### config.mk
export PLATFORM = sky130hd
export DESIGN_NAME = control_sequencer
export DESIGN_NICKNAME = d
export VERILOG_FILES = /design/src/rtl/cpu_ctrl_pkg.sv /design/src/rtl/ctrl_decode.sv /design/src/rtl/control_sequencer.sv
export SDC_FILE = /design/constraint.sdc
export NUM_CORES = 1
export LEC_CHECK = 0
export ABC_CLOCK_PERIOD_IN_PS = 6300
export CAP_MARGIN = 20
export CORE_MARGIN = 2
export CORE_UTILIZATION = 40
export CTS_BUF_LIST = sky130_fd_sc_hd__clkbuf_16
export DETAILED_ROUTE_END_ITERATION = 7
export PLACE_DENSITY = 0.85
export SETUP_SLACK_MARGIN = 0.05
export SLEW_MARGIN = 20
export SYNTH_ARGS = -nofsm -noshare
export SYNTH_HDL_FRONTEND = slang
export SYNTH_SLANG_ARGS = --single-unit
### constraint.sdc
create_clock -name clock -period 6.3 [get_ports clock]
set_clock_uncertainty 0.1 [all_clocks]
set_input_delay 1.575 -clock clock [delete_from_list [all_inputs] [get_ports clock]]
set_output_delay 1.575 -clock clock [all_outputs]
set_load 0.05 [all_outputs]
### src/rtl/cpu_ctrl_pkg.sv
`default_nettype none
// ============================================================================
//  Module      : cpu_ctrl_pkg
//  Description : Shared definitions for the hardwired CPU control unit:
//                opcode values, ALU function encodings (also used by the
//                ALU), sequencer state encoding, opcode classes and the
//                control strobe bundle.
//  Revision    : 1.0 - initial release
// ============================================================================
package cpu_ctrl_pkg;

    localparam int OPC_W = 5;
    localparam int ALU_W = 4;

    // Opcodes, ir[31:27]
    localparam logic [OPC_W-1:0] OP_ADD  = 5'b00011;
    localparam logic [OPC_W-1:0] OP_SUB  = 5'b00100;
    localparam logic [OPC_W-1:0] OP_SHR  = 5'b00101;
    localparam logic [OPC_W-1:0] OP_SHL  = 5'b00110;
    localparam logic [OPC_W-1:0] OP_ROR  = 5'b00111;
    localparam logic [OPC_W-1:0] OP_ROL  = 5'b01000;
    localparam logic [OPC_W-1:0] OP_AND  = 5'b01001;
    localparam logic [OPC_W-1:0] OP_OR   = 5'b01010;
    localparam logic [OPC_W-1:0] OP_MUL  = 5'b01111;
    localparam logic [OPC_W-1:0] OP_DIV  = 5'b10000;
    localparam logic [OPC_W-1:0] OP_NEG  = 5'b10001;
    localparam logic [OPC_W-1:0] OP_NOT  = 5'b10010;
    localparam logic [OPC_W-1:0] OP_NOP  = 5'b11010;
    localparam logic [OPC_W-1:0] OP_HALT = 5'b11011;

    // ALU function select
    localparam logic [ALU_W-1:0] ALU_NOP = 4'd0;
    localparam logic [ALU_W-1:0] ALU_ADD = 4'd1;
    localparam logic [ALU_W-1:0] ALU_SUB = 4'd2;
    localparam logic [ALU_W-1:0] ALU_SHR = 4'd3;
    localparam logic [ALU_W-1:0] ALU_SHL = 4'd4;
    localparam logic [ALU_W-1:0] ALU_ROR = 4'd5;
    localparam logic [ALU_W-1:0] ALU_ROL = 4'd6;
    localparam logic [ALU_W-1:0] ALU_AND = 4'd7;
    localparam logic [ALU_W-1:0] ALU_OR  = 4'd8;
    localparam logic [ALU_W-1:0] ALU_MUL = 4'd9;
    localparam logic [ALU_W-1:0] ALU_DIV = 4'd10;
    localparam logic [ALU_W-1:0] ALU_NEG = 4'd11;
    localparam logic [ALU_W-1:0] ALU_NOT = 4'd12;

    typedef enum logic [3:0] {
        ST_IDLE   = 4'd0,
        ST_T0     = 4'd1,
        ST_T1     = 4'd2,
        ST_T2     = 4'd3,
        ST_T3     = 4'd4,
        ST_T4     = 4'd5,
        ST_T5     = 4'd6,
        ST_T6     = 4'd7,
        ST_HALTED = 4'd8
    } state_t;

    typedef enum logic [2:0] {
        CLS_ILLEGAL = 3'd0,
        CLS_3REG    = 3'd1,   // Ra <= Rb op Rc
        CLS_MULDIV  = 3'd2,   // HI:LO <= Ra op Rb
        CLS_UNARY   = 3'd3,   // Ra <= op Rb
        CLS_NOP     = 3'd4,
        CLS_HALT    = 3'd5
    } op_class_t;

    typedef struct packed {
        logic             PCout;
        logic             PCin;
        logic             IncPC;
        logic             MARin;
        logic             Read;
        logic             MDRin;
        logic             MDRout;
        logic             IRin;
        logic             Yin;
        logic             Zin;
        logic             Zlowout;
        logic             ZHighout;
        logic             HIin;
        logic             LOin;
        logic             Gra;
        logic             Grb;
        logic             Grc;
        logic             Rin;
        logic             Rout;
        logic [ALU_W-1:0] alu_op;
    } strobes_t;

    function automatic op_class_t op_class(input logic [OPC_W-1:0] opcode);
        case (opcode)
            OP_ADD, OP_SUB, OP_SHR, OP_SHL,
            OP_ROR, OP_ROL, OP_AND, OP_OR:  return CLS_3REG;
            OP_MUL, OP_DIV:                 return CLS_MULDIV;
            OP_NEG, OP_NOT:                 return CLS_UNARY;
            OP_NOP:                         return CLS_NOP;
            OP_HALT:                        return CLS_HALT;
            default:                        return CLS_ILLEGAL;
        endcase
    endfunction

    function automatic logic [ALU_W-1:0] op_alu(input logic [OPC_W-1:0] opcode);
        case (opcode)
            OP_ADD:  return ALU_ADD;
            OP_SUB:  return ALU_SUB;
            OP_SHR:  return ALU_SHR;
            OP_SHL:  return ALU_SHL;
            OP_ROR:  return ALU_ROR;
            OP_ROL:  return ALU_ROL;
            OP_AND:  return ALU_AND;
            OP_OR:   return ALU_OR;
            OP_MUL:  return ALU_MUL;
            OP_DIV:  return ALU_DIV;
            OP_NEG:  return ALU_NEG;
            OP_NOT:  return ALU_NOT;
            default: return ALU_NOP;
        endcase
    endfunction

endpackage
`default_nettype wire

### src/rtl/ctrl_decode.sv
`default_nettype none
// ============================================================================
//  Module      : ctrl_decode
//  Description : Purely combinational map from (sequencer state, opcode) to
//                the datapath strobe bundle.
//  Ports       : i_state   - current sequencer state
//                i_opcode  - opcode field of the IR
//                o_strobes - strobe bundle including alu_op
//  Revision    : 1.0 - initial release
// ============================================================================
module ctrl_decode
    import cpu_ctrl_pkg::*;
(
    input  state_t           i_state,
    input  logic [OPC_W-1:0] i_opcode,
    output strobes_t         o_strobes
);

    op_class_t w_cls;

    always_comb begin
        w_cls     = op_class(i_opcode);
        o_strobes = '0;
        o_strobes.alu_op = ALU_NOP;
        case (i_state)
            ST_T0: begin
                o_strobes.PCout = 1'b1;
                o_strobes.MARin = 1'b1;
                o_strobes.IncPC = 1'b1;
                o_strobes.Zin   = 1'b1;
            end
            ST_T1: begin
                o_strobes.Zlowout = 1'b1;
                o_strobes.PCin    = 1'b1;
                o_strobes.Read    = 1'b1;
                o_strobes.MDRin   = 1'b1;
            end
            ST_T2: begin
                o_strobes.MDRout = 1'b1;
                o_strobes.IRin   = 1'b1;
            end
            ST_T3: begin
                case (w_cls)
                    CLS_3REG: begin
                        o_strobes.Grb  = 1'b1;
                        o_strobes.Rout = 1'b1;
                        o_strobes.Yin  = 1'b1;
                    end
                    CLS_MULDIV: begin
                        o_strobes.Gra  = 1'b1;
                        o_strobes.Rout = 1'b1;
                        o_strobes.Yin  = 1'b1;
                    end
                    CLS_UNARY: begin
                        o_strobes.Grb    = 1'b1;
                        o_strobes.Rout   = 1'b1;
                        o_strobes.Zin    = 1'b1;
                        o_strobes.alu_op = op_alu(i_opcode);
                    end
                    default: ;
                endcase
            end
            ST_T4: begin
                case (w_cls)
                    CLS_3REG: begin
                        o_strobes.Grc    = 1'b1;
                        o_strobes.Rout   = 1'b1;
                        o_strobes.Zin    = 1'b1;
                        o_strobes.alu_op = op_alu(i_opcode);
                    end
                    CLS_MULDIV: begin
                        o_strobes.Grb    = 1'b1;
                        o_strobes.Rout   = 1'b1;
                        o_strobes.Zin    = 1'b1;
                        o_strobes.alu_op = op_alu(i_opcode);
                    end
                    CLS_UNARY: begin
                        o_strobes.Zlowout = 1'b1;
                        o_strobes.Gra     = 1'b1;
                        o_strobes.Rin     = 1'b1;
                    end
                    default: ;
                endcase
            end
            ST_T5: begin
                case (w_cls)
                    CLS_3REG: begin
                        o_strobes.Zlowout = 1'b1;
                        o_strobes.Gra     = 1'b1;
                        o_strobes.Rin     = 1'b1;
                    end
                    CLS_MULDIV: begin
                        o_strobes.Zlowout = 1'b1;
                        o_strobes.LOin    = 1'b1;
                    end
                    default: ;
                endcase
            end
            ST_T6: begin
                if (w_cls == CLS_MULDIV) begin
                    o_strobes.ZHighout = 1'b1;
                    o_strobes.HIin     = 1'b1;
                end
            end
            default: ;
        endcase
    end

endmodule
`default_nettype wire

### src/rtl/control_sequencer.sv
`default_nettype none
// ============================================================================
//  Module      : control_sequencer
//  Description : Hardwired Moore control unit. Fetch T0-T2 with a memory
//                ready handshake and timeout, then execute T3-T6 according
//                to the opcode class. Holds the state register, the T1 wait
//                counter and the sticky fault flag.
//  Ports       : clock, clear (async active-low), run, mem_ready, ir[31:0]
//                datapath strobes, alu_op, running, halted, fault
//  Revision    : 1.0 - initial release
// ============================================================================
module control_sequencer
    import cpu_ctrl_pkg::*;
#(
    parameter int OPCODE_W    = 5,
    parameter int ALU_OP_W    = 4,
    parameter int MEM_TIMEOUT = 16
) (
    input  logic                clock,
    input  logic                clear,
    input  logic                run,
    input  logic                mem_ready,
    input  logic [31:0]         ir,
    output logic                PCout,
    output logic                PCin,
    output logic                IncPC,
    output logic                MARin,
    output logic                Read,
    output logic                MDRin,
    output logic                MDRout,
    output logic                IRin,
    output logic                Yin,
    output logic                Zin,
    output logic                Zlowout,
    output logic                ZHighout,
    output logic                HIin,
    output logic                LOin,
    output logic                Gra,
    output logic                Grb,
    output logic                Grc,
    output logic                Rin,
    output logic                Rout,
    output logic [ALU_OP_W-1:0] alu_op,
    output logic                running,
    output logic                halted,
    output logic                fault
);

    localparam int c_WAIT_W = $clog2(MEM_TIMEOUT) + 1;

    state_t              r_state;
    state_t              w_state_next;
    logic [c_WAIT_W-1:0] r_wait_cnt;
    logic                r_fault;
    logic                w_fault_set;
    logic [OPC_W-1:0]    w_opcode;
    op_class_t           w_cls;
    state_t              w_end_state;
    logic                w_timeout;
    strobes_t            w_strobes;
    logic                w_unused_ir;

    assign w_opcode    = OPC_W'(ir[31 -: OPCODE_W]);
    assign w_unused_ir = ^ir[31-OPCODE_W:0];
    assign w_cls       = op_class(w_opcode);
    assign w_end_state = run ? ST_T0 : ST_IDLE;
    assign w_timeout   = (r_wait_cnt >= c_WAIT_W'(MEM_TIMEOUT - 1));

    // ---------------- state register ----------------
    always_ff @(posedge clock or negedge clear) begin
        if (!clear) begin
            r_state <= ST_IDLE;
        end else begin
            r_state <= w_state_next;
        end
    end

    // Wait counter is held at zero outside T1, so it starts from zero on
    // every entry to T1; it stops at all-ones instead of wrapping.
    always_ff @(posedge clock or negedge clear) begin
        if (!clear) begin
            r_wait_cnt <= '0;
        end else if (r_state != ST_T1) begin
            r_wait_cnt <= '0;
        end else if (r_wait_cnt != '1) begin
            r_wait_cnt <= r_wait_cnt + 1'b1;
        end
    end

    always_ff @(posedge clock or negedge clear) begin
        if (!clear) begin
            r_fault <= 1'b0;
        end else if (w_fault_set) begin
            r_fault <= 1'b1;
        end
    end

    // ---------------- next-state logic ----------------
    always_comb begin
        w_state_next = r_state;
        w_fault_set  = 1'b0;
        case (r_state)
            ST_IDLE: w_state_next = run ? ST_T0 : ST_IDLE;
            ST_T0:   w_state_next = ST_T1;
            ST_T1: begin
                if (mem_ready) begin
                    w_state_next = ST_T2;
                end else if (w_timeout) begin
                    w_state_next = ST_HALTED;
                    w_fault_set  = 1'b1;
                end
            end
            // Branch on the opcode of the word being fetched.
            ST_T2: begin
                case (w_cls)
                    CLS_3REG, CLS_MULDIV, CLS_UNARY: w_state_next = ST_T3;
                    CLS_NOP:  w_state_next = w_end_state;
                    CLS_HALT: w_state_next = ST_HALTED;
                    default: begin
                        w_state_next = ST_HALTED;
                        w_fault_set  = 1'b1;
                    end
                endcase
            end
            ST_T3: w_state_next = ST_T4;
            ST_T4: w_state_next = (w_cls == CLS_UNARY) ? w_end_state : ST_T5;
            ST_T5: w_state_next = (w_cls == CLS_MULDIV) ? ST_T6 : w_end_state;
            ST_T6: w_state_next = w_end_state;
            ST_HALTED: w_state_next = ST_HALTED;
            default: w_state_next = ST_IDLE;
        endcase
    end

    // ---------------- output logic ----------------
    ctrl_decode u_decode (
        .i_state   (r_state),
        .i_opcode  (w_opcode),
        .o_strobes (w_strobes)
    );

    always_comb begin
        running = (r_state != ST_IDLE) && (r_state != ST_HALTED);
        halted  = (r_state == ST_HALTED);
    end

    assign fault    = r_fault;
    assign PCout    = w_strobes.PCout;
    assign PCin     = w_strobes.PCin;
    assign IncPC    = w_strobes.IncPC;
    assign MARin    = w_strobes.MARin;
    assign Read     = w_strobes.Read;
    assign MDRin    = w_strobes.MDRin;
    assign MDRout   = w_strobes.MDRout;
    assign IRin     = w_strobes.IRin;
    assign Yin      = w_strobes.Yin;
    assign Zin      = w_strobes.Zin;
    assign Zlowout  = w_strobes.Zlowout;
    assign ZHighout = w_strobes.ZHighout;
    assign HIin     = w_strobes.HIin;
    assign LOin     = w_strobes.LOin;
    assign Gra      = w_strobes.Gra;
    assign Grb      = w_strobes.Grb;
    assign Grc      = w_strobes.Grc;
    assign Rin      = w_strobes.Rin;
    assign Rout     = w_strobes.Rout;
    assign alu_op   = ALU_OP_W'(w_strobes.alu_op);

endmodule
`default_nettype wire

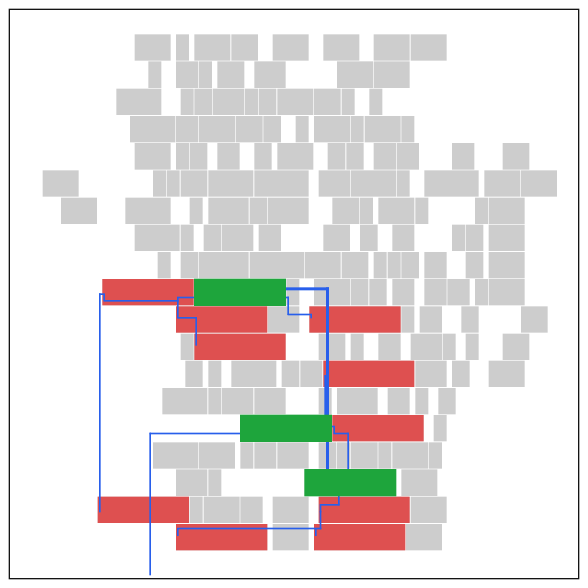
Run 1: routed clock nets over the placement
(10 px per um)
[green] cells driving clock nets | count: 3
[blue] clock wires | length: 154 um
[red] flip-flops | count: 10
routed clock nets: 4

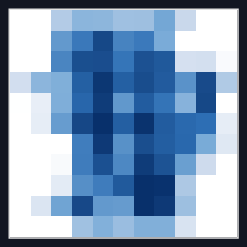
Run 1: cell area per tile
(4 px per um) 11 x 11 tiles, from white (low) to dark blue (high), 0 to 100% covered.
densest ninth of the die: centre
mean over tiles: 45%
tiles over 75% full: 29%

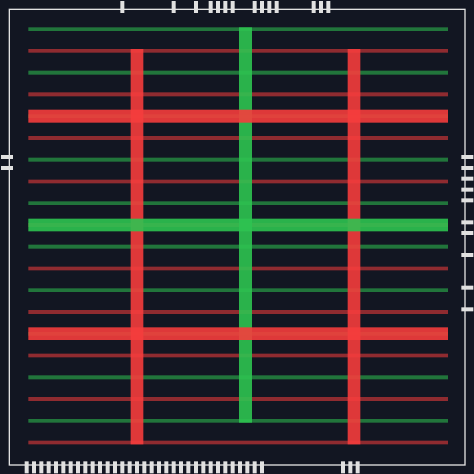
Run 1: PDN straps and rails
(8 px per um) Pins as bars on the die edge.
| colour | net |
|---|---|
| red | VSS |
| green | VDD |
signal pins: 62
rows: 19

==> impl_metrics.tcl, run 1 <==
# flow metrics
set metrics [dict create \
    status "completed" \
    regArea_um2 250 \
    hold_end "fault$_DFFE_PN0P_" \
    logic_area_um2 732 \
    ioPinCount 62 \
    drcViolationCount 0 \
    synth_nets 185 \
    max_slew_margin 0.653 \
    power.total_w 0.000507 \
    grt_pass1_vias 1042 \
    cts-buffers-inserted 3 \
    track_usage 0.176 \
    synth-main-ff-cell "dfrtp_1" \
    reg2reg_setup_slack_ns 4.31 \
    min-delay-start "fault$_DFFE_PN0P_" \
    dpl_worst_slack_ns 0.341 \
    place_inst 196 \
    async_flop_share 1.00 \
    coreArea_um2 2710 \
    grt_max_degree 13 \
    ys_types 45 \
    hold_path_depth 1 \
    p_clk_frac 0.218 \
    ant_nets 0 \
    setup_ws_ns 0.316 \
    hold_viol 0 \
    holdBufCountCts 0 \
    worstMarginPinSlew_ns 0.519 \
    grt_pass1_wl_um 4610 \
    place_congestion 0.830 \
    top_cells_by_area "dfrtp_1 22%, ha_1 7.9%, nor2_1 6.7%" \
    hold_class "reg -> reg" \
    r2r_cells 6 \
    critical_path_class "in -> out" \
    die_area_um2 3230 \
    postSynthCellCount 142 \
    setup_viol 0 \
    antenna_cells 0 \
    synth-seq-area-share 0.224 \
    hpwl_um 2030 \
    die_w_um 56.8 \
    fin_nets 213 \
    ys_cells 142 \
    top_layer_used "met4" \
    cp.arrival_ns 4.31 \
    drv_cap 0 \
    cts_max_path_buffers 2 \
    yosysMostFrequentCell "nor2_1" \
    finish.utilization 0.546 \
    cp-endpoint "Gra" \
    cp-end-kind "output port" \
    core.rowCount 19 \
    drtPass1Iterations 4 \
    ys_warn_count 0 \
    crit_fanout 8 \
    cts_setup_buffers 0 \
    syn_area_um2 1110 \
    synth_top_area_share 0.224 \
    finalClockPeriodUsage 0.950 \
    synth_flops 10 \
    clock_latency_ns 0.24 \
    p_switching_w 0.000248 \
    power_frac_seq 0.208 \
    antenna_found_initial 0 \
    synthToLayoutAreaGrowth_pct 32.8 \
    fp_util 0.411 \
    final_area_um2 1480 \
    pwr_density_cell_nw_per_um2 343 \
    mostFrequentLayoutCells "29 x clkdlybuf4s50_1, 20 x nor2_1, 13 x inv_1" \
    mostFrequentLayoutCell "clkdlybuf4s50_1" \
    whs_ns 0.409 \
    rr_endpoint "fault$_DFFE_PN0P_" \
    h-tree-depth 1 \
    ir_worst_vdd_mv 0.287 \
    tns_ns 0 \
    wirelength_um 2680 \
    yosysTopAreaCell "dfrtp_1" \
    dpl-instance-area_um2 1410 \
    grt-ovfl-total 0 \
    crit_start "ir[28]" \
    drv_slew 0 \
    fill_cells 255 \
    die_y_um 56.8 \
    vias 1090 \
    timing.rr.start "r_wait_cnt[0]$_DFFE_PN0P_" \
    cts_tree "built" \
]
[run 1: worst max-delay path, cell delays in order]
cell             delay (ns)
clkdlybuf4s50_1        0.58
ha_1                   0.33
and4b_4                0.21
or3b_4                 0.42
o22ai_1                0.15
nand3_1                0.13
o21ai_1                0.10
clkdlybuf4s50_1        0.81
[run 1: cell families (layout without fill, tap and decap cells)]
kind of cell,after synthesis,after routing,share of synthesized area
AND/OR/NAND/NOR,64,64,0.329
AND-OR/OR-AND,29,29,0.191
buffers and inverters,25,51,0.119
flip-flops,10,10,0.224
adder cells (fa/ha/maj),7,7,0.0786
XOR/XNOR,4,4,0.0314
multiplexers,3,3,0.0269
[run 1: final cells by class]
| type | instances | share of cell area |
|---|---|---|
| Inverter | 13 | 0.0330 |
| Timing Repair Buffer | 35 | 0.227 |
| Clock buffer | 3 | 0.0507 |
| Sequential cell | 10 | 0.169 |
| Tap cell | 31 | 0.0262 |
| Multi-Input combinational cell | 107 | 0.495 |
[run 1: sequential cells by signal, indices dropped and copies added (netlist names)]
signal / count
fault: 1
r_wait_cnt: 5
r_state: 4
[run 1: power groups by stage]
stage          Clock [W]  Sequential [W]  Combinational (W)
2_1_floorplan          0       0.0000974           0.000227
3_3_place_gp           0        0.000103           0.000284
3_5_place_dp           0        0.000105           0.000290
4_1_cts         0.000111        0.000105           0.000292
5_1_grt         0.000115        0.000109           0.000306
6_report        0.000110        0.000106           0.000291
[run 1: per-layer routing]
layer  track usage  vias up
met2         0.296       23
met5             0        -
met3        0.0230        5
met1         0.231      505
met4        0.0631        0
li1              -      557
==> run 2, diff against run 1 <==
--- a/config.mk
+++ b/config.mk
@@ -6,11 +6,11 @@
 export NUM_CORES = 1
 export LEC_CHECK = 0
 export ABC_CLOCK_PERIOD_IN_PS = 6300
-export CAP_MARGIN = 20
 export CORE_MARGIN = 2
 export CORE_UTILIZATION = 40
 export CTS_BUF_LIST = sky130_fd_sc_hd__clkbuf_16
 export DETAILED_ROUTE_END_ITERATION = 7
+export GPL_TIMING_DRIVEN = 0
 export PLACE_DENSITY = 0.85
 export SETUP_SLACK_MARGIN = 0.05
 export SLEW_MARGIN = 20
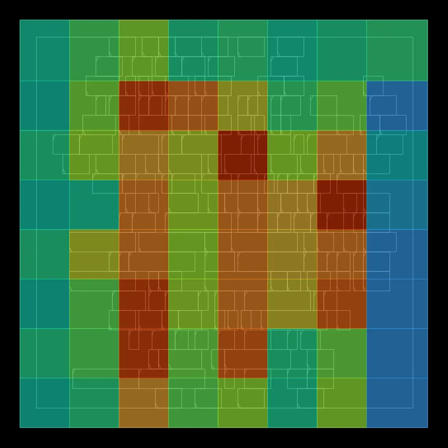
Run 2: routing congestion
met1 usage: 0.205
gr usage total: 0.171

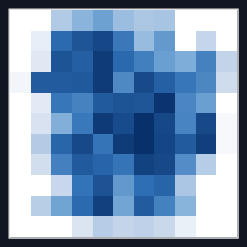
Run 2: cell area per tile
(4 px per um) 11 x 11 tiles, from white (low) to dark blue (high), 0 to 100% covered.
mean over tiles: 48%
densest ninth of the die: centre
fullest tile: 100%
nearly empty tiles: 22%
tiles over 75% full: 32%

==> run 2 against run 1 <==
Against the previous run:
- routed wire length shrank 0.22%
- sequential share of layout area shrank 0.98 points
- critical path depth is the same
- area after synthesis is the same
- critical endpoint is now Rout
- register-to-register slack gained 0.11 ns
- cell count grew 5.5%
- sequential power shrank about 10%
- count of clock-buffer cells in the layout is the same
==> impl_metrics.tcl, run 2 <==
# flow metrics
set metrics [dict create \
    drtPass1Iterations 4 \
    ys_cells 142 \
    ys_types 45 \
    vias 1156 \
    hold_end "fault$_DFFE_PN0P_" \
    cts-buffers-inserted 3 \
    powerClk_w 0.000109 \
    reg2reg_setup_slack_ns 4.42 \
    fin_nets 224 \
    timing.rr.start "r_wait_cnt[0]$_DFFE_PN0P_" \
    synth-seq-area-share 0.224 \
    rr_endpoint "fault$_DFFE_PN0P_" \
    min-delay-start "fault$_DFFE_PN0P_" \
    status "completed" \
    worstMarginPinSlew_ns 0.510 \
    p_switching_w 0.000248 \
    hpwl_um 2130 \
    top_layer_used "met4" \
    drv_cap 0 \
    pg_comb_w 0.000325 \
    yosysMostFrequentCell "nor2_1" \
    die_y_um 56.8 \
    coreArea_um2 2710 \
    synthToLayoutAreaGrowth_pct 41.0 \
    syn_area_um2 1110 \
    ir_worst_vdd_mv 0.221 \
    setup_viol 0 \
    fill_cells 258 \
    hold_class "reg -> reg" \
    clock_latency_ns 0.23 \
    cts_tree "built" \
    r2r_cells 6 \
    ys_warn_count 0 \
    synth_nets 185 \
    cts_max_path_buffers 2 \
    mostFrequentLayoutCell "clkdlybuf4s50_1" \
    cp.arrival_ns 4.45 \
    critPathMaxStageDelay_ns 0.86 \
    cts_setup_buffers 0 \
    drcViolationCount 0 \
    place_congestion 0.830 \
    synth_flops 10 \
    largest_reg_flops 5 \
    core.rowCount 19 \
    pwr_density_cell_nw_per_um2 335 \
    critical_path_class "in -> out" \
    ant_nets 0 \
    crit_slowest_cell "clkdlybuf4s50_1" \
    grt_util_met2 0.301 \
    wirelength_um 2680 \
    power.total_w 0.000527 \
    top_cells_by_area "dfrtp_1 22%, ha_1 7.9%, nor2_1 6.7%" \
    power_frac_seq 0.177 \
    cp-end-kind "output port" \
    async_flop_share 1.00 \
    grt_max_degree 11 \
    drv_slew 0 \
    crit_buf_inv 2 \
    hold_path_depth 1 \
    holdBufCountCts 0 \
    antenna_found_initial 0 \
    finalClockPeriodUsage 0.973 \
    synth_top_area_share 0.224 \
    path_cells "clkdlybuf4s50_1 > ha_1 > nor2_1 > nor3_1 > a311oi_1 > nor2_1 > a2111oi_2 > clkdlybuf4s50_1" \
    dpl_worst_slack_ns 0.206 \
    grt_pass1_wl_um 4490 \
    die_w_um 56.8 \
    antenna_cells 0 \
    power_leader "combinational cells" \
    grt_pass1_vias 1081 \
]
## run 2: netlist changes by cell type in the layout (fill, tap and decap cells not counted)
cell	change
buf_4	+1
buf_2	+4
clkdlybuf4s50_1	+4
buf_6	+1
dlymetal6s2s_1	+1
## run 2: cells by family (layout without fill, tap and decap cells)
| family | after synthesis | in the layout | synth area share |
|---|---|---|---|
| AND/OR/NAND/NOR | 64 | 64 | 0.329 |
| XOR/XNOR | 4 | 4 | 0.0314 |
| buffers and inverters | 25 | 62 | 0.119 |
| multiplexers | 3 | 3 | 0.0269 |
| flip-flops | 10 | 10 | 0.224 |
| adder cells (fa/ha/maj) | 7 | 7 | 0.0786 |
| AND-OR/OR-AND | 29 | 29 | 0.191 |
## run 2: layout make-up
cell class | instances | area [um^2] | share of cell area
clock buffer | 3 | 75.1 | 0.0478
inverter | 13 | 48.8 | 0.0311
timing repair buffer | 34 | 343 | 0.218
buffer | 12 | 83.8 | 0.0533
sequential | 10 | 250 | 0.159
tap | 31 | 38.8 | 0.0247
multi-input combinational | 107 | 732 | 0.466
## run 2: worst max-delay path by stage
| stage | endpoint | start | cells after the start |
|---|---|---|---|
| floorplan | ZHighout | ir[27] | 5 |
| global placement | Rout | ir[28] | 8 |
| detailed placement | Rout | ir[28] | 8 |
| CTS | Rout | ir[28] | 8 |
| global route | Rout | ir[28] | 8 |
| finish | Rout | ir[28] | 8 |
## run 2: through the flow
stage	hold WS [ns]	cell area [um^2]	instances	util
after global routing	0.380	1570	210	0.580
after detailed placement	0.362	1490	207	0.551
after floorplan	0.412	1110	142	-
final	0.368	1570	210	0.580
after CTS	0.370	1570	210	0.579
after global placement	0.359	1490	207	0.551
==> run 3, diff against run 2 <==
--- a/config.mk
+++ b/config.mk
@@ -5,13 +5,13 @@
 export SDC_FILE = /design/constraint.sdc
 export NUM_CORES = 1
 export LEC_CHECK = 0
-export ABC_CLOCK_PERIOD_IN_PS = 6300
+export ABC_CLOCK_PERIOD_IN_PS = 5710
 export CORE_MARGIN = 2
-export CORE_UTILIZATION = 40
+export CORE_UTILIZATION = 39
 export CTS_BUF_LIST = sky130_fd_sc_hd__clkbuf_16
 export DETAILED_ROUTE_END_ITERATION = 7
 export GPL_TIMING_DRIVEN = 0
-export PLACE_DENSITY = 0.85
+export PLACE_DENSITY = 0.83
 export SETUP_SLACK_MARGIN = 0.05
 export SLEW_MARGIN = 20
 export SYNTH_ARGS = -nofsm -noshare
==> constraint.sdc (replaced) <==
create_clock -name clock -period 5.71 [get_ports clock]
set_clock_uncertainty 0.1 [all_clocks]
set_input_delay 1.4275 -clock clock [delete_from_list [all_inputs] [get_ports clock]]
set_output_delay 1.4275 -clock clock [all_outputs]
set_load 0.05 [all_outputs]
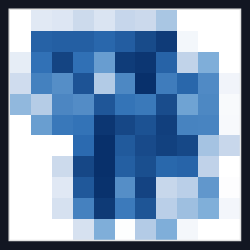
Run 3: cell area per tile
(4 px per um) 11 x 11 tiles, from white (low) to dark blue (high), 0 to 100% covered.
nearly empty tiles: 22%
fullest tile: 100%
densest ninth of the die: centre
emptiest ninth of the die: lower left

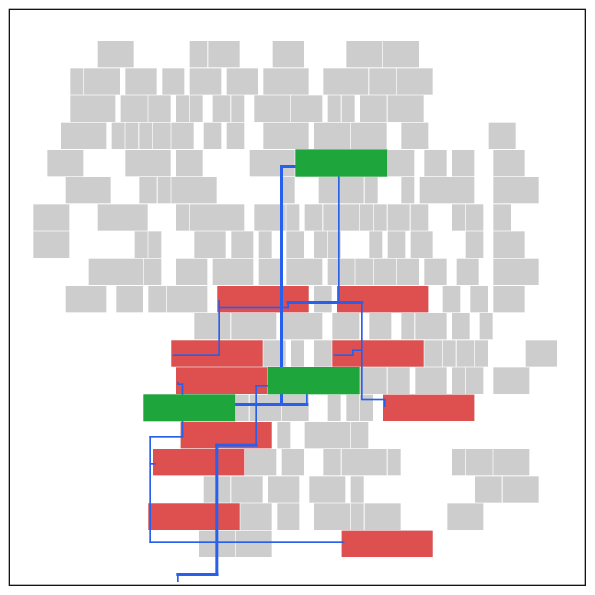
Run 3: routed clock nets over the placement
(10 px per um)
[red] flip-flops | count: 10
[green] cells driving clock nets | count: 3
[blue] clock wires | length: 175 um
routed clock nets: 4

==> run 3 against run 2 <==
Against the previous run:
- cell count unchanged
- clock power grew about 10%
- global-route usage increased by 1.1 points
- power rose by 10%
- sequential cell count unchanged
- routed wire length rose by 5.2%
- core utilization is 0.46 points lower
- sequential share of layout area hardly changed
- first-iteration DRC count shrank 8.2%
- sequential power grew about 10%
- highest routed layer unchanged
==> impl_metrics.tcl, run 3 <==
# flow metrics
set metrics [dict create \
    status "completed" \
    cp-end-kind "output port" \
    grt_max_degree 11 \
    cp.arrival_ns 3.93 \
    p_leak_nw 0.836 \
    dpl-instance-area_um2 1490 \
    worstMarginPinSlew_ns 0.590 \
    antenna_found_initial 0 \
    drive_gt1_frac 0.162 \
    synth_nets 185 \
    rr_endpoint "fault$_DFFE_PN0P_" \
    cts_setup_buffers 0 \
    hold_end "fault$_DFFE_PN0P_" \
    viasPerCell 5.58 \
    timing.rr.start "r_wait_cnt[0]$_DFFE_PN0P_" \
    async_flop_share 1.00 \
    antenna_cells 0 \
    die_y_um 57.5 \
    edf_count 0 \
    ys_area_um2 1110 \
    clk_pin_slew_ns 0.04 \
    drv_cap 0 \
    port_buffers 34 \
    ys_types 45 \
    synth_top_area_share 0.224 \
    setup_viol 0 \
    h-tree-depth 1 \
    drtPass1Iterations 4 \
    cts_root_buffer "clkbuf_16" \
    final_area_um2 1570 \
    cts_max_path_buffers 2 \
    grt_pass1_vias 1155 \
    crit_fanout 8 \
    holdBufCountCts 0 \
    setup_ws_ns 0.251 \
    core.rowCount 19 \
    finish.utilization 0.575 \
    regMostFlops "r_wait_cnt" \
    fin_nets 224 \
    crit_slowest_cell "clkdlybuf4s50_1" \
    ant_nets 0 \
    synth-main-ff-cell "dfrtp_1" \
    max_slew_margin 0.604 \
    postSynthCellCount 142 \
    top_cells_by_area "dfrtp_1 22%, ha_1 7.9%, nor2_1 6.7%" \
    mostFrequentLayoutCells "20 x nor2_1, 19 x clkdlybuf4s50_1, 13 x inv_1" \
    path_cells "clkdlybuf4s50_1 > ha_1 > nor4b_2 > a21oi_2 > or3_1 > nand3_1 > dlygate4sd2_1" \
    synthToLayoutAreaGrowth_pct 41.1 \
    place_inst 207 \
    pwr_density_cell_nw_per_um2 370 \
    crit_buf_inv 2 \
    hold_class "reg -> reg" \
    top_cells_by_count "20 x nor2_1, 13 x inv_1, 10 x dfrtp_1" \
    cts-buffers-inserted 3 \
    coreArea_um2 2730 \
    clock_latency_ns 0.24 \
    mostFrequentLayoutCell "nor2_1" \
    ys_cells 142 \
    cp-start-kind "input pin" \
    warnings 57 \
    track_usage 0.182 \
    synth_flops 10 \
    critPathMaxStageDelay_ns 0.57 \
    largest_reg_flops 5 \
    cp.required_ns 4.18 \
    min-delay-start "fault$_DFFE_PN0P_" \
    drv_slew 0 \
    tns_ns 0 \
    dpl_worst_slack_ns -0.204 \
    fp_util 0.408 \
    syn_area_um2 1110 \
    power.total_w 0.000582 \
    die_w_um 57.5 \
    yosysMostFrequentCell "nor2_1" \
    cts_tree "built" \
    grt-ovfl-total 0 \
    vias 1172 \
    finalClockPeriodUsage 0.956 \
    whs_ns 0.391 \
    fin_cells 210 \
    path_delay_family "buffers and inverters" \
    ir_worst_vdd_mv 0.240 \
    post-route-min-period_ns 5.46 \
    hold_path_depth 1 \
    critical_path_class "in -> out" \
    synth-seq-area-share 0.224 \
    place_congestion 0.870 \
    yosysTopAreaCell "dfrtp_1" \
    max_freq_ghz 0.183 \
    hpwl_um 2210 \
    reg2reg_setup_slack_ns 3.73 \
    drcViolationCount 0 \
    drt-initial-drc-count 45 \
    clock-sinks 10 \
    wl_per_cell_um 13.4 \
    rsz0062_at_grt "false" \
    ys_warn_count 0 \
    r2r_cells 6 \
    grt_pass1_wl_um 4790 \
    ioPinCount 62 \
    syn_avg_cell_area_um2 7.85 \
    wirelength_um 2820 \
    hold_viol 0 \
    die_area_um2 3300 \
]
-- run 3: cell counts after synthesis --
No cell type changed its count.
-- run 3: worst max path at each step --
stage	start	end	slack [ns]	cells after the start
final	ir[28]	Zlowout	0.25	7
after CTS	ir[28]	Rin	0.05	8
after floorplan	ir[27]	ZHighout	0.47	5
after detailed placement	ir[28]	Rout	-0.20	8
after global routing	ir[28]	alu_op[1]	0.09	8
after global placement	ir[28]	Rout	-0.07	8
-- run 3: repair_timing --
item / CTS / global route
cloned: 0 / 0
gates resized: 9 / 10
setup endpoints to repair: 9 / 8
hold endpoints to repair: 0 / 0
-- run 3: cells by family (layout without fill, tap and decap cells) --
family | Yosys count | after routing | synth area share
multiplexers | 3 | 3 | 0.0269
XOR/XNOR | 4 | 4 | 0.0314
flip-flops | 10 | 10 | 0.224
AND/OR/NAND/NOR | 64 | 64 | 0.329
adder cells (fa/ha/maj) | 7 | 7 | 0.0786
AND-OR/OR-AND | 29 | 29 | 0.191
buffers and inverters | 25 | 62 | 0.119
-- run 3: area by class of cell --
class                           instances  area [um^2]
Multi-Input combinational cell        107          736
Inverter                               13         48.8
Clock buffer                            3         75.1
Buffer                                 12         83.8
Tap cell                               31         38.8
Timing Repair Buffer                   34          340
Sequential cell                        10          250
Fill cell                             251         1160
-- run 3: report_power, final --
group          switching [W]  total [W]  internal (W)  leakage, nW
clock              0.0000317   0.000122     0.0000907       0.0370
combinational       0.000229   0.000356      0.000127        0.668
sequential         0.0000158   0.000103     0.0000874        0.131
-- run 3: layer usage --
layer  vias to the layer above  track usage  share of wire
met5                         -            0              0
met4                         0       0.0831          0.020
met3                         7       0.0385          0.066
met2                        54        0.312           0.50
met1                       532        0.216           0.41
li1                        579            -              -

==> layout pictures side by side <==
Signal wires by layer.
(10 px per um) Only two layers are drawn.
shot_01.png
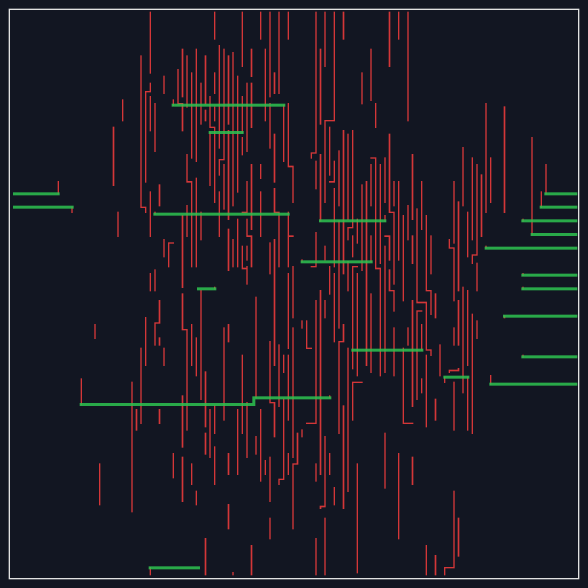
shot_02.png
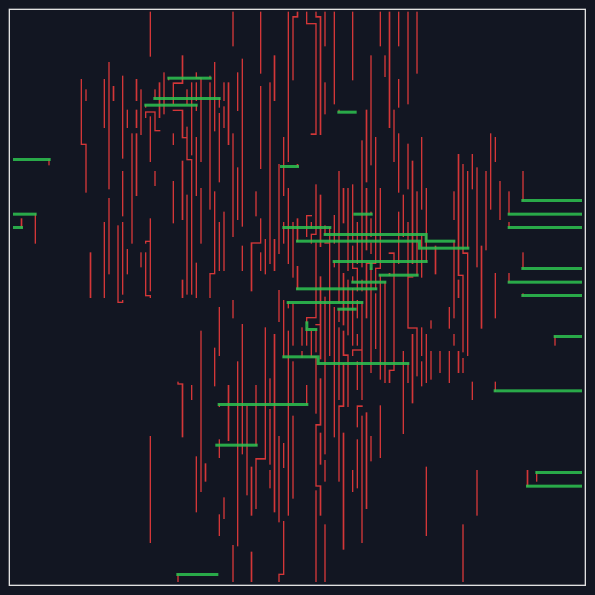
shot_01.png is run 2.
shot_02.png is run 3.

Key to shot_01.png:
| colour | layer | wire length |
|---|---|---|
| red | met2 | 1370 um |
| green | met3 | 149 um |

No activity file was given, so power comes from the tool's default toggle rates.
